Fig. 1: run 1, the metal 3 layer
Scale: 4 px per um.
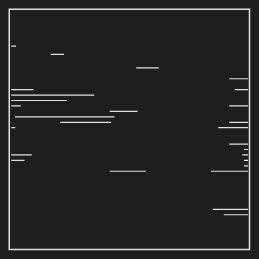
Fig. 2: run 1, congestion heat map
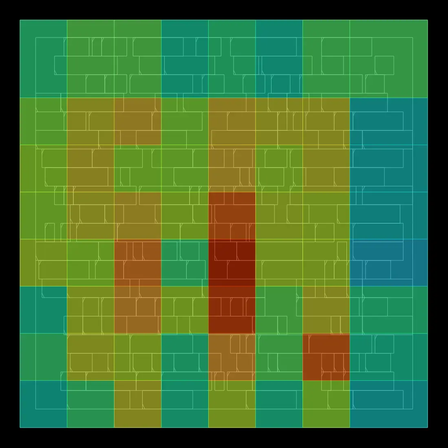
Fig. 3: run 1, gate-type map
Scale: 8 px per um.
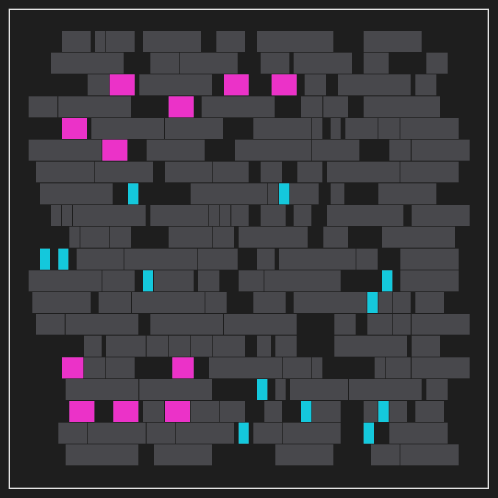
===== config.mk =====
export PLATFORM = sky130hd
export DESIGN_NAME = pattern_sequencer_flat
export DESIGN_NICKNAME = d
export VERILOG_FILES = /design/src/rtl/pattern_sequencer_if.sv /design/src/rtl/pattern_sequencer.sv /design/src/flat_wrapper.sv
export SDC_FILE = /design/constraint.sdc
export NUM_CORES = 1
export LEC_CHECK = 0
export ABC_AREA = 0
export CAP_MARGIN = 10
export CORE_MARGIN = 2
export CORE_UTILIZATION = 38
export DETAILED_ROUTE_END_ITERATION = 12
export PLACE_DENSITY_LB_ADDON = 0.05
export SYNTH_ARGS = -nofsm -noshare
export SYNTH_HDL_FRONTEND = slang
export SYNTH_SLANG_ARGS = --single-unit

===== constraint.sdc =====
create_clock -name i_clk -period 1.22 [get_ports i_clk]
set_input_delay 0.305 -clock i_clk [delete_from_list [all_inputs] [get_ports i_clk]]
set_output_delay 0.305 -clock i_clk [all_outputs]
set_load 0.05 [all_outputs]

===== src/rtl/pattern_sequencer_if.sv =====
// Note-fetch handshake and pattern-memory bus between the sequencer and its
// channel controller / pattern memory. The master side is the sequencer.
interface pattern_sequencer_if #(
    parameter int ADDR_W = 8
);
    logic              i_enable;
    logic              o_valid;
    logic              o_busy;
    logic [ADDR_W-1:0] o_rom_addr;
    logic              o_rom_rd;
    logic [15:0]       i_rom_data;
    logic [5:0]        o_pitch;
    logic [7:0]        o_duration;
    logic              o_rest;
    logic              o_halted;

    modport master (
        input  i_enable, i_rom_data,
        output o_valid, o_busy, o_rom_addr, o_rom_rd,
               o_pitch, o_duration, o_rest, o_halted
    );

    modport slave (
        output i_enable, i_rom_data,
        input  o_valid, o_busy, o_rom_addr, o_rom_rd,
               o_pitch, o_duration, o_rest, o_halted
    );
endinterface


===== src/rtl/pattern_sequencer.sv =====
// Pattern sequencer: fetches one 16-bit note entry per enable request.
// Optional PATTERN_LOOP_EN: end marker reloads LOOP_ADDR instead of halting.
module pattern_sequencer #(
    parameter int ADDR_W = 8
`ifdef PATTERN_LOOP_EN
    ,
    parameter logic [ADDR_W-1:0] LOOP_ADDR = '0
`endif
) (
    input  logic                 i_clk,
    input  logic                 i_rst,
    pattern_sequencer_if.master  bus
);

    typedef enum logic [1:0] {
        ST_IDLE    = 2'd0,
        ST_READ    = 2'd1,
        ST_CAPTURE = 2'd2,
        ST_DONE    = 2'd3
    } state_t;

    state_t            state_reg, state_next;
    logic [ADDR_W-1:0] addr_reg, addr_next;
    logic [5:0]        pitch_reg, pitch_next;
    logic [7:0]        duration_reg, duration_next;
    logic              rest_reg, rest_next;
    logic              halted_reg, halted_next;
    logic              valid_reg, rd_reg, busy_reg;
`ifdef PATTERN_LOOP_EN
    logic              marker_reg, marker_next;
`endif

    always_comb begin
        state_next    = state_reg;
        addr_next     = addr_reg;
        pitch_next    = pitch_reg;
        duration_next = duration_reg;
        rest_next     = rest_reg;
        halted_next   = halted_reg;
`ifdef PATTERN_LOOP_EN
        marker_next   = marker_reg;
`endif
        case (state_reg)
            ST_IDLE: begin
                if (bus.i_enable) begin
                    // Once halted, a request just re-presents the halt note.
                    if (halted_reg) begin
                        state_next = ST_DONE;
                    end else begin
                        state_next = ST_READ;
`ifdef PATTERN_LOOP_EN
                        marker_next = 1'b0;
`endif
                    end
                end
            end
            ST_READ: begin
                state_next = ST_CAPTURE;
            end
            ST_CAPTURE: begin
                if (!bus.i_rom_data[15]) begin
                    rest_next     = bus.i_rom_data[14];
                    pitch_next    = bus.i_rom_data[13:8];
                    duration_next = bus.i_rom_data[7:0];
                    addr_next     = addr_reg + ADDR_W'(1);
                    state_next    = ST_DONE;
`ifdef PATTERN_LOOP_EN
                    marker_next   = 1'b0;
`endif
                end else begin
`ifdef PATTERN_LOOP_EN
                    // A marker straight after a reload means the loop body is empty.
                    if (marker_reg) begin
                        rest_next     = 1'b1;
                        pitch_next    = 6'd0;
                        duration_next = 8'hFF;
                        halted_next   = 1'b1;
                        state_next    = ST_DONE;
                    end else begin
                        marker_next = 1'b1;
                        addr_next   = LOOP_ADDR;
                        state_next  = ST_READ;
                    end
`else
                    rest_next     = 1'b1;
                    pitch_next    = 6'd0;
                    duration_next = 8'hFF;
                    halted_next   = 1'b1;
                    state_next    = ST_DONE;
`endif
                end
            end
            ST_DONE: begin
                state_next = ST_IDLE;
            end
            default: begin
                state_next = ST_IDLE;
            end
        endcase
    end

    // Strobes are decoded from the next state so every output is a flop.
    always_ff @(posedge i_clk or posedge i_rst) begin
        if (i_rst) begin
            state_reg    <= ST_IDLE;
            addr_reg     <= '0;
            pitch_reg    <= 6'd0;
            duration_reg <= 8'd0;
            rest_reg     <= 1'b1;
            halted_reg   <= 1'b0;
            valid_reg    <= 1'b0;
            rd_reg       <= 1'b0;
            busy_reg     <= 1'b0;
`ifdef PATTERN_LOOP_EN
            marker_reg   <= 1'b0;
`endif
        end else begin
            state_reg    <= state_next;
            addr_reg     <= addr_next;
            pitch_reg    <= pitch_next;
            duration_reg <= duration_next;
            rest_reg     <= rest_next;
            halted_reg   <= halted_next;
            valid_reg    <= (state_next == ST_DONE);
            rd_reg       <= (state_next == ST_READ);
            busy_reg     <= (state_next != ST_IDLE);
`ifdef PATTERN_LOOP_EN
            marker_reg   <= marker_next;
`endif
        end
    end

    assign bus.o_valid    = valid_reg;
    assign bus.o_busy     = busy_reg;
    assign bus.o_rom_addr = addr_reg;
    assign bus.o_rom_rd   = rd_reg;
    assign bus.o_pitch    = pitch_reg;
    assign bus.o_duration = duration_reg;
    assign bus.o_rest     = rest_reg;
    assign bus.o_halted   = halted_reg;

endmodule


===== src/flat_wrapper.sv =====
// flat-port wrapper written by rule: the top's interface ports become plain ports
module pattern_sequencer_flat 
#(
    parameter int ADDR_W = 8

)
  (i_clk, i_rst, bus_i_enable, bus_i_rom_data, bus_o_valid, bus_o_busy, bus_o_rom_addr, bus_o_rom_rd, bus_o_pitch, bus_o_duration, bus_o_rest, bus_o_halted);
  pattern_sequencer_if #(.ADDR_W(ADDR_W)) bus_i ();
  input  logic i_clk;
  input  logic i_rst;
  input wire logic [$bits(bus_i.i_enable)-1:0] bus_i_enable;
  input wire logic [$bits(bus_i.i_rom_data)-1:0] bus_i_rom_data;
  output wire logic [$bits(bus_i.o_valid)-1:0] bus_o_valid;
  output wire logic [$bits(bus_i.o_busy)-1:0] bus_o_busy;
  output wire logic [$bits(bus_i.o_rom_addr)-1:0] bus_o_rom_addr;
  output wire logic [$bits(bus_i.o_rom_rd)-1:0] bus_o_rom_rd;
  output wire logic [$bits(bus_i.o_pitch)-1:0] bus_o_pitch;
  output wire logic [$bits(bus_i.o_duration)-1:0] bus_o_duration;
  output wire logic [$bits(bus_i.o_rest)-1:0] bus_o_rest;
  output wire logic [$bits(bus_i.o_halted)-1:0] bus_o_halted;
  assign bus_i.i_enable = bus_i_enable;
  assign bus_i.i_rom_data = bus_i_rom_data;
  assign bus_o_valid = bus_i.o_valid;
  assign bus_o_busy = bus_i.o_busy;
  assign bus_o_rom_addr = bus_i.o_rom_addr;
  assign bus_o_rom_rd = bus_i.o_rom_rd;
  assign bus_o_pitch = bus_i.o_pitch;
  assign bus_o_duration = bus_i.o_duration;
  assign bus_o_rest = bus_i.o_rest;
  assign bus_o_halted = bus_i.o_halted;
  pattern_sequencer #(.ADDR_W(ADDR_W)) u_core (.i_clk(i_clk), .i_rst(i_rst), .bus(bus_i));
endmodule

==> flow_summary.json, run 1 <==
{
  "outcome": "complete, but fails checks",
  "violations_in_the_final_reports": "setup timing",
  "critical-path-slowest-cell": "sky130_fd_sc_hd__dfstp_2",
  "ir_drop_v": 0.00143,
  "cell_type_group_with_the_largest_total_delay_on_the_critical_path": "flip-flops",
  "first_pass_iters": 5,
  "clock.latency.late_pin_ns": 0.32,
  "worstRegToRegCells": 6,
  "antenna_violations_before_repair": 0,
  "nNetsFinal": 191,
  "drt-initial-drc-count": 15,
  "final_util_pct": 75.8,
  "openroad.warnings": 30,
  "worst-path-max-fanout": 2,
  "pre_cts_ws_ns": -0.277,
  "maximum_number_of_pins_on_one_net_before_global_route_repair": 30,
  "finalPower_w": 0.00605,
  "hold_viol": 0,
  "report.final.slew_viol_count": 0,
  "floorplan.die.width_um": 59.7,
  "crit-reg2reg-launch": "u_core.state_reg[0]",
  "number_of_cts_inserted_buffers": 5,
  "root_buffer_master": "sky130_fd_sc_hd__clkbuf_4",
  "vias_in_the_first_global_route": 936,
  "initCoreUtil_pct": 39.2,
  "place.detailed.hpwl_um": 1890,
  "cellPowerDensity_nw_per_um2": 2660,
  "area_growth_syn_to_layout_pct": 93.0,
  "finalCritPeriodShare_pct": 109,
  "syn-mean-instance-area_sq_um": 11.8,
  "tritoncts": "built",
  "end_kind": "primary output",
  "skew_ns": 0.00925,
  "fillCellCount": 212,
  "route.vias.total": 963,
  "setup_viol": 16,
  "port_buffers": 45,
  "min_period_ns": 1.32,
  "synth-cells-yosys": 100,
  "worstSetupStartpointType": "flip-flop",
  "top_level_ports": 46,
  "setup_slack_ns": -0.104,
  "netlist_instances": 100,
  "cp.arrival_ns": 1.02,
  "path_buffers": 1
}
Notes on Fig. 1 above:
longest straight run: 24.6 um
wire length on this layer: 165 um
detailed-route wire length: 2690 um
met3 track utilization from global routing: 5.63%

Notes on Fig. 2 above:
GR met2 Demand/Resource: 25.3%
met1 capacity usage during global routing: 21.7%
GRT busiest layer: met2
wire length per cell after detailed routing: 13.3 um
GRT Overall Usage: 17.0%

Notes on Fig. 3 above:
| family | color | cells |
|---|---|---|
| non-inverting ao/oa cells | magenta | 11 |
| inv cells | cyan | 12 |
most instantiated logic cell after routing: sky130_fd_sc_hd__buf_12
tally of non-filler cells in the final layout: 203
multi-input combinational area share: 21.3%

## run 1: through the flow
stage,instance area (sq um),hold WS [ns]
CTS,2180,0.302
floorplan,1190,0.382
global route,2270,0.312
finish,2270,0.312
global placement,1990,0.511
detailed placement,1990,0.520
## run 1: what timing repair did
action,CTS,global route
buffers inserted,11,3
pin swaps,8,2
hold buffers,0,0
gates resized,14,23
setup endpoints to repair,36,50
## run 1: cells in the mapped netlist
cell type	count	area, sq um
sky130_fd_sc_hd__inv_1	12	45.0
sky130_fd_sc_hd__nand4b_4	1	23.8
sky130_fd_sc_hd__nand3_1	1	5.00
sky130_fd_sc_hd__o22a_1	9	78.8
sky130_fd_sc_hd__or3b_1	1	8.76
sky130_fd_sc_hd__buf_6	1	11.3
sky130_fd_sc_hd__a21o_1	2	15.0
sky130_fd_sc_hd__nand4_1	1	6.26
sky130_fd_sc_hd__clkbuf_1	1	3.75
sky130_fd_sc_hd__dfrtp_1	28	701
sky130_fd_sc_hd__nand2_1	13	48.8
sky130_fd_sc_hd__xor2_1	4	35.0
sky130_fd_sc_hd__o21ai_0	7	35.0
sky130_fd_sc_hd__nor2b_1	1	6.26
sky130_fd_sc_hd__nor2_1	5	18.8
sky130_fd_sc_hd__buf_2	2	10.0
sky130_fd_sc_hd__xnor2_1	3	26.3
sky130_fd_sc_hd__dfstp_2	1	26.3
sky130_fd_sc_hd__nor3_2	2	20.0
sky130_fd_sc_hd__nand2b_1	1	6.26
sky130_fd_sc_hd__ha_1	3	37.5
sky130_fd_sc_hd__mux2i_1	1	10.0
## run 1: layer usage
layer / part of all wire (%) / routed length (um)
met1: 42 / 1120
met2: 50 / 1360
met3: 6.1 / 165
met4: 1.7 / 45
met5: 0 / 0
## run 1: how the worst max path moves through the flow
stage	startpoint	endpoint	slack, ns	depth (start not counted)
after floorplan	u_core.state_reg[0]	u_core.bus.o_rom_addr[6]	-0.03	6
after global placement	bus_i_rom_data[15]	u_core.bus.o_duration[4]	-0.19	4
after detailed placement	bus_i_rom_data[15]	u_core.bus.o_rom_addr[3]	-0.28	4
after CTS	u_core.bus.o_rest	bus_o_rest	-0.12	1
after global routing	u_core.state_reg[0]	u_core.bus.o_rom_addr[7]	-0.17	6
final	u_core.bus.o_rest	bus_o_rest	-0.10	1
## run 1: final cells by class
type	instances	area, sq um	area share (%)
flip-flops and latches	29	734	32.3
repair buffers	66	910	40.0
well taps	33	41.3	1.82
multi-input cells	55	485	21.3
inverters	12	45.0	1.98
clock buffers	8	58.8	2.59
## run 1: power by group
part	switching, W	total, W	internal (W)
Combinational	0.00189	0.00380	0.00191
Sequential	0.000337	0.00165	0.00132
Clock	0.000313	0.000597	0.000284
## run 1: cells in the final DEF, fill, tap and decap left out, drive strengths merged, types with 4 or more instances in the layout
cell and instances:
buf 48, clkbuf 8, clkdlybuf4s50 18, dfrtp 28
inv 12, nand2 13, nor2 5, o21ai 7
o22a 9, xor2 4
## run 1: logic make-up after synthesis
family	synth area share, %
flops	61.7
simple gates	12.2
compound gates	10.9
buf+inv	5.94
xor+xnor	5.20
fa+ha+maj	3.19
mux	0.849
==> run 2: changes to the inputs <==
--- a/config.mk
+++ b/config.mk
@@ -6,7 +6,7 @@
 export NUM_CORES = 1
 export LEC_CHECK = 0
 export ABC_AREA = 0
-export CAP_MARGIN = 10
+export CAP_MARGIN = 15
 export CORE_MARGIN = 2
 export CORE_UTILIZATION = 38
 export DETAILED_ROUTE_END_ITERATION = 12
Fig. 4: run 2, gate-type map
Scale: 8 px per um.
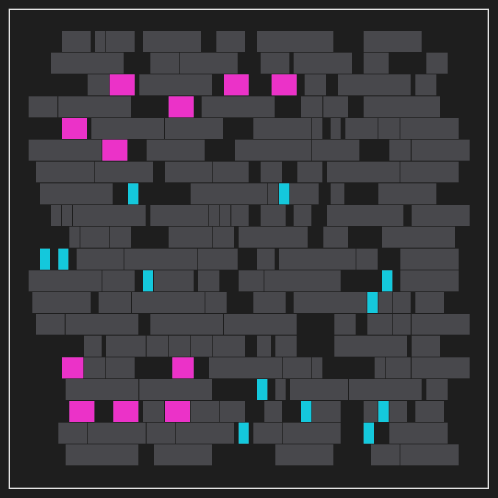

Fig. 5: run 2, congestion heat map
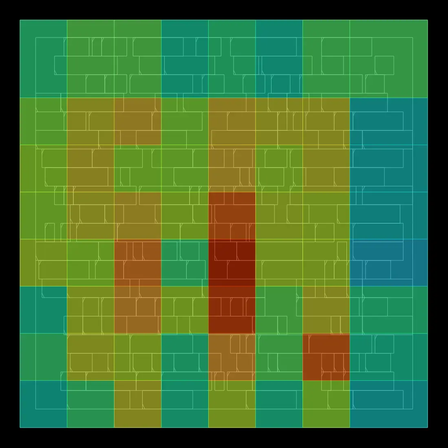
utilization after layout: 75.8%

Fig. 6: run 2, the metal 2 layer
Scale: 4 px per um. Cells faint in the background.
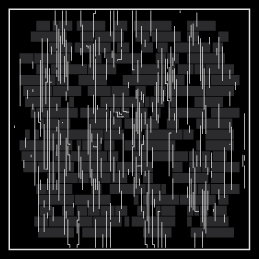
longest straight run: 35.4 um
nets with wire on the layer: 168
wire length on this layer: 1360 um
via count: 963

==> flow_summary.json, run 2 <==
{
  "outcome": "complete, but fails checks",
  "violations_in_the_final_reports": "setup timing",
  "synth.largest_area_cell": "sky130_fd_sc_hd__dfrtp_1",
  "report.final.slew_viol_count": 0,
  "finalPower_w": 0.00605,
  "worst-path-max-fanout": 2,
  "setup_viol": 16,
  "clock.latency.late_pin_ns": 0.32,
  "area_growth_syn_to_layout_pct": 93.0,
  "first_pass_iters": 5,
  "synthFlopType": "sky130_fd_sc_hd__dfrtp_1",
  "openroad.warnings": 30,
  "totalWireLength_um": 2690,
  "finalCritPeriodShare_pct": 109,
  "number_of_cts_inserted_buffers": 5,
  "drt-initial-drc-count": 15,
  "synth.cells.most_frequent": "sky130_fd_sc_hd__dfrtp_1 (28), sky130_fd_sc_hd__nand2_1 (13), sky130_fd_sc_hd__inv_1 (12)",
  "netlist_instances": 100,
  "end_kind": "primary output",
  "grt.total_usage_pct": 17.0,
  "critical-path-slowest-cell": "sky130_fd_sc_hd__dfstp_2",
  "cellPowerDensity_nw_per_um2": 2660,
  "area_contributors_post_synth": "sky130_fd_sc_hd__dfrtp_1 (59%), sky130_fd_sc_hd__o22a_1 (6.7%), sky130_fd_sc_hd__nand2_1 (4.1%)",
  "hold_viol": 0,
  "port_buffers": 45,
  "antenna_violations_before_repair": 0,
  "initCoreUtil_pct": 39.2,
  "cell_type_group_with_the_largest_total_delay_on_the_critical_path": "flip-flops",
  "syn-mean-instance-area_sq_um": 11.8,
  "final_layout_top_logic_cell": "sky130_fd_sc_hd__buf_12",
  "skew_ns": 0.00925,
  "setup_slack_ns": -0.104,
  "min_period_ns": 1.32,
  "maximum_number_of_pins_on_one_net_before_global_route_repair": 30,
  "place.detailed.hpwl_um": 1890
}
run 2: metal layers:
layer | vias to the layer above | wire (um) | global-route usage (%)
met5 | - | 0 | 0
met4 | 0 | 45 | 9.52
met3 | 6 | 165 | 5.63
met2 | 28 | 1360 | 25.3
met1 | 463 | 1120 | 21.7
li1 | 466 | - | -
run 2: kinds of logic (layout without fill, tap and decap cells):
kind of cell / after synthesis / count (layout) / synth area share (%)
flops: 29 / 29 / 61.7
compound gates: 18 / 18 / 10.9
simple gates: 26 / 26 / 12.2
xor+xnor: 7 / 7 / 5.20
fa+ha+maj: 3 / 3 / 3.19
mux: 1 / 1 / 0.849
buf+inv: 16 / 86 / 5.94
run 2: worst register-to-register path: cells and delay by family, from the launching register on:
| family | cells | cell delay (ns) |
|---|---|---|
| flip-flops | 1 | 0.40 |
| XOR/XNOR | 1 | 0.16 |
| buffers and inverters | 2 | 0.21 |
| adder cells (fa/ha/maj) | 1 | 0.16 |
| AND/OR/NAND/NOR | 2 | 0.31 |
run 2: area by class of cell:
type                    instances  area [sq um]
fillers                       212           728
inverters                      12          45.0
flip-flops and latches         29           734
multi-input cells              55           485
clock buffers                   8          58.8
repair buffers                 66           910
well taps                      33          41.3
run 2: timing repair:
action                                  in CTS  in global routing
hold buffers                                 0                  0
pin swaps                                    8                  2
resized                                     14                 23
buffers inserted                            11                  3
hold endpoints to repair                     0                  0
endpoints found under the setup margin      36                 50
run 2: report_power, final:
| group | switching [W] | total, W | internal [W] | leakage (nW) |
|---|---|---|---|---|
| clock | 0.000313 | 0.000597 | 0.000284 | 0.0326 |
| combinational | 0.00189 | 0.00380 | 0.00191 | 0.684 |
| sequential | 0.000337 | 0.00165 | 0.00132 | 0.334 |
run 2: final timing paths:
path,to,slack [ns],start,cells after the start
worst max-delay path,bus_o_rest,-0.10,u_core.bus.o_rest,1
worst min-delay path,u_core.bus.o_busy,0.31,i_rst,3
worst max register to register,u_core.bus.o_rom_addr[7],-0.08,u_core.state_reg[0],6
worst min register to register,u_core.bus.o_rom_addr[7],0.53,u_core.bus.o_rom_addr[7],1
max in group asynchronous,u_core.bus.o_rest,0.67,i_rst,3
min in group i_clk,u_core.bus.o_pitch[1],0.53,bus_i_rom_data[9],3
run 2: metrics by stage:
step                cell area [sq um]  util [%]  hold slack, ns  setup TNS [ns]  std cells
floorplan                        1190         -           0.382          -0.145        100
global placement                 1990      66.3           0.511           -4.43        181
CTS                              2180      72.7           0.302          -0.570        200
detailed placement               1990      66.3           0.520           -5.81        181
global route                     2270      75.8           0.312           -2.63        203
finish                           2270      75.8           0.312          -0.629        203
Fig. 7: run 2, cell sizes after repair
Scale: 8 px per um.
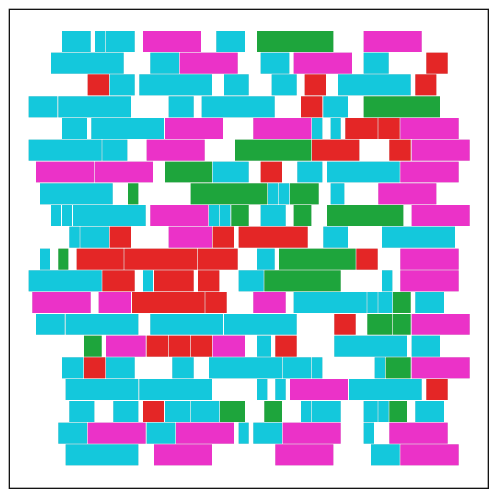

==> run 3: changes to the inputs <==
--- a/config.mk
+++ b/config.mk
@@ -5,12 +5,13 @@
 export SDC_FILE = /design/constraint.sdc
 export NUM_CORES = 1
 export LEC_CHECK = 0
-export ABC_AREA = 0
+export ABC_AREA = 1
 export CAP_MARGIN = 15
-export CORE_MARGIN = 2
+export CORE_MARGIN = 3
 export CORE_UTILIZATION = 38
 export DETAILED_ROUTE_END_ITERATION = 12
 export PLACE_DENSITY_LB_ADDON = 0.05
 export SYNTH_ARGS = -nofsm -noshare
 export SYNTH_HDL_FRONTEND = slang
 export SYNTH_SLANG_ARGS = --single-unit
+export TNS_END_PERCENT = 50
Fig. 8: run 3, cell sizes after repair
Scale: 8 px per um.
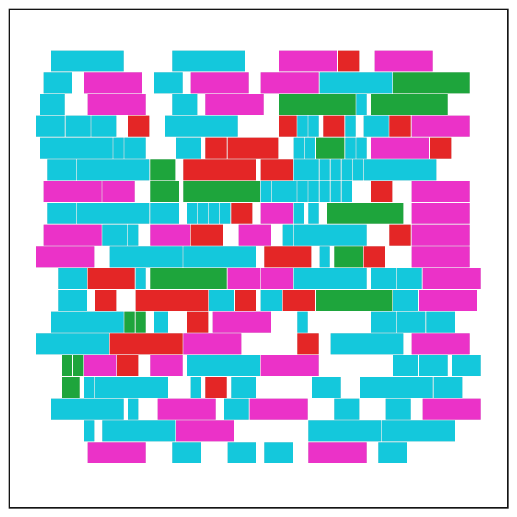
| size | color | cells | most used |
|---|---|---|---|
| x1 and smaller | cyan | 96 | dfrtp_1 |
| x6 and larger | magenta | 36 | buf_12 |
| x2 | green | 16 | dfrtp_2 |
| x3 and x4 | red | 26 | buf_4 |
Worst Setup Slack, final: -0.0990 ns
design area: 2280 sq um
synthesis-to-layout area growth: 90.4%
count of plain and timing-repair buffers: 63

Fig. 9: run 3, gate-type map
Scale: 8 px per um.
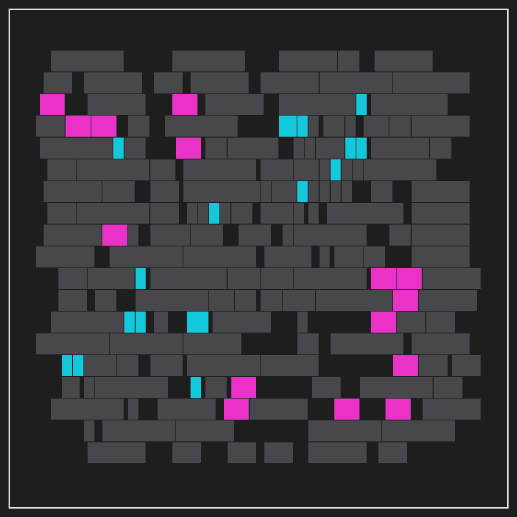
| family | color | cells |
|---|---|---|
| non-inverting ao/oa cells | magenta | 15 |
| inv cells | cyan | 16 |
tally of non-filler cells in the final layout: 216
multi-input combinational area share: 20.7%

==> flow_summary.json, run 3 <==
{
  "outcome": "complete, but fails checks",
  "violations_in_the_final_reports": "setup timing",
  "setup_slack_ns": -0.0990,
  "cell_type_group_with_the_largest_total_delay_on_the_critical_path": "flip-flops",
  "report.final.slew_viol_count": 0,
  "clock.latency.late_pin_ns": 0.32,
  "openroad.warnings": 30,
  "cp_cell_sequence": "buf_12",
  "end_kind": "primary output",
  "finalPower_w": 0.00688,
  "netlist_instances": 105,
  "fillCellCount": 177,
  "finalSetupTns_ns": -0.575,
  "antenna-diode-count": 0,
  "critical-path-slowest-cell": "sky130_fd_sc_hd__dfstp_2",
  "synth.cells.most_frequent": "sky130_fd_sc_hd__dfrtp_1 (28), sky130_fd_sc_hd__nand2_1 (21), sky130_fd_sc_hd__inv_1 (16)",
  "synth.largest_area_cell": "sky130_fd_sc_hd__dfrtp_1",
  "worst-path-max-fanout": 2,
  "min_period_ns": 1.32,
  "final_util_pct": 79.3,
  "port_buffers": 45,
  "setup_viol": 11,
  "hold_viol": 0,
  "number_of_cts_inserted_buffers": 5,
  "final_layout_top_logic_cell": "sky130_fd_sc_hd__buf_12",
  "synth-cells-yosys": 105,
  "root_buffer_master": "sky130_fd_sc_hd__clkbuf_4",
  "grt.total_usage_pct": 16.1,
  "drt-initial-drc-count": 43,
  "place.detailed.instances": 197,
  "htree_levels": 2,
  "antenna_violations_before_repair": 0,
  "maximum_number_of_pins_on_one_net_before_global_route_repair": 30,
  "place.detailed.hpwl_um": 2080,
  "cellPowerDensity_nw_per_um2": 3020,
  "syn-mean-instance-area_sq_um": 11.4,
  "area_contributors_post_synth": "sky130_fd_sc_hd__dfrtp_1 (59%), sky130_fd_sc_hd__nand2_1 (6.6%), sky130_fd_sc_hd__o22a_1 (6.6%)"
}
Fig. 10: run 3, the metal 3 layer
Scale: 4 px per um.
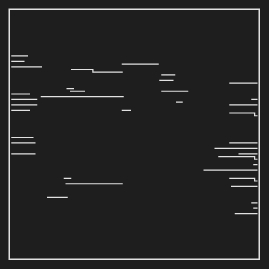
main direction: horizontal
longest straight run: 20.5 um
nets with wire on the layer: 32
wire length on this layer: 226 um
share of all routed wire: 7.5%
met3 track utilization from global routing: 6.85%
via count: 1024
detailed-route wire length: 3030 um

[run 3: netlist changes by cell type in the layout (fill, tap and decap cells not counted), moves of 3 or more]
cell and delta:
sky130_fd_sc_hd__nand2_1 +12, sky130_fd_sc_hd__buf_6 +4, sky130_fd_sc_hd__nand2_2 -5, sky130_fd_sc_hd__a22o_1 +6, sky130_fd_sc_hd__nand3_2 +3, sky130_fd_sc_hd__buf_4 -6
[run 3: final cells by class]
class                   count  area share (%)
repair buffers             63            39.2
flip-flops and latches     29            32.2
multi-input cells          58            20.7
inverters                  16            2.91
clock buffers               8            2.58
well taps                  42            2.31
[run 3: path summary, 6_finish.rpt]
| path | start | endpoint | slack (ns) | cells past startpoint |
|---|---|---|---|---|
| hold / removal | i_rst | u_core.bus.o_rom_addr[6] | 0.32 | 3 |
| setup / recovery | u_core.bus.o_rest | bus_o_rest | -0.1 | 1 |
| setup reg to reg | u_core.state_reg[0] | u_core.bus.o_pitch[1] | -0.08 | 5 |
| min in group i_clk | bus_i_rom_data[14] | u_core.bus.o_rest | 0.56 | 2 |
| hold reg to reg | u_core.bus.o_duration[4] | u_core.bus.o_duration[4] | 0.57 | 1 |
| max in group asynchronous | i_rst | u_core.bus.o_rest | 0.67 | 3 |
[run 3: cells by family after synthesis]
kind of cell	Yosys count	synth area share, %
compound gates	19	13.2
xor+xnor	4	2.93
fa+ha+maj	3	3.14
buf+inv	18	6.58
flops	29	60.7
simple gates	32	13.5
[run 3: report_power, final]
| group | internal, W | switching (W) |
|---|---|---|
| combinational | 0.00223 | 0.00224 |
| clock | 0.000284 | 0.000314 |
| sequential | 0.00138 | 0.000429 |
| total | 0.00389 | 0.00299 |
[run 3: timing repair]
item / 4_1_cts / 5_1_grt
pin swaps: 5 / 7
resized: 9 / 21
buffers inserted: 7 / 4
setup endpoints to repair: 36 / 51
hold buffers: 0 / 0
[run 3: stage by stage]
| stage | cell area (sq um) | hold WS, ns |
|---|---|---|
| 2_1_floorplan | 1220 | 0.382 |
| 6_report | 2280 | 0.318 |
| 4_1_cts | 2180 | 0.313 |
| 3_5_place_dp | 2040 | 0.529 |
| 3_3_place_gp | 2040 | 0.524 |
| 5_1_grt | 2280 | 0.323 |
[run 3: layer usage]
metal | GRT usage [%] | up-vias | wire length [um]
met4 | 5.25 | 0 | 86
met5 | 0 | - | 0
met2 | 28.0 | 43 | 1620
met1 | 17.8 | 490 | 1100
met3 | 6.85 | 10 | 226
li1 | - | 481 | -
Power is estimated from default activity; no workload was simulated.
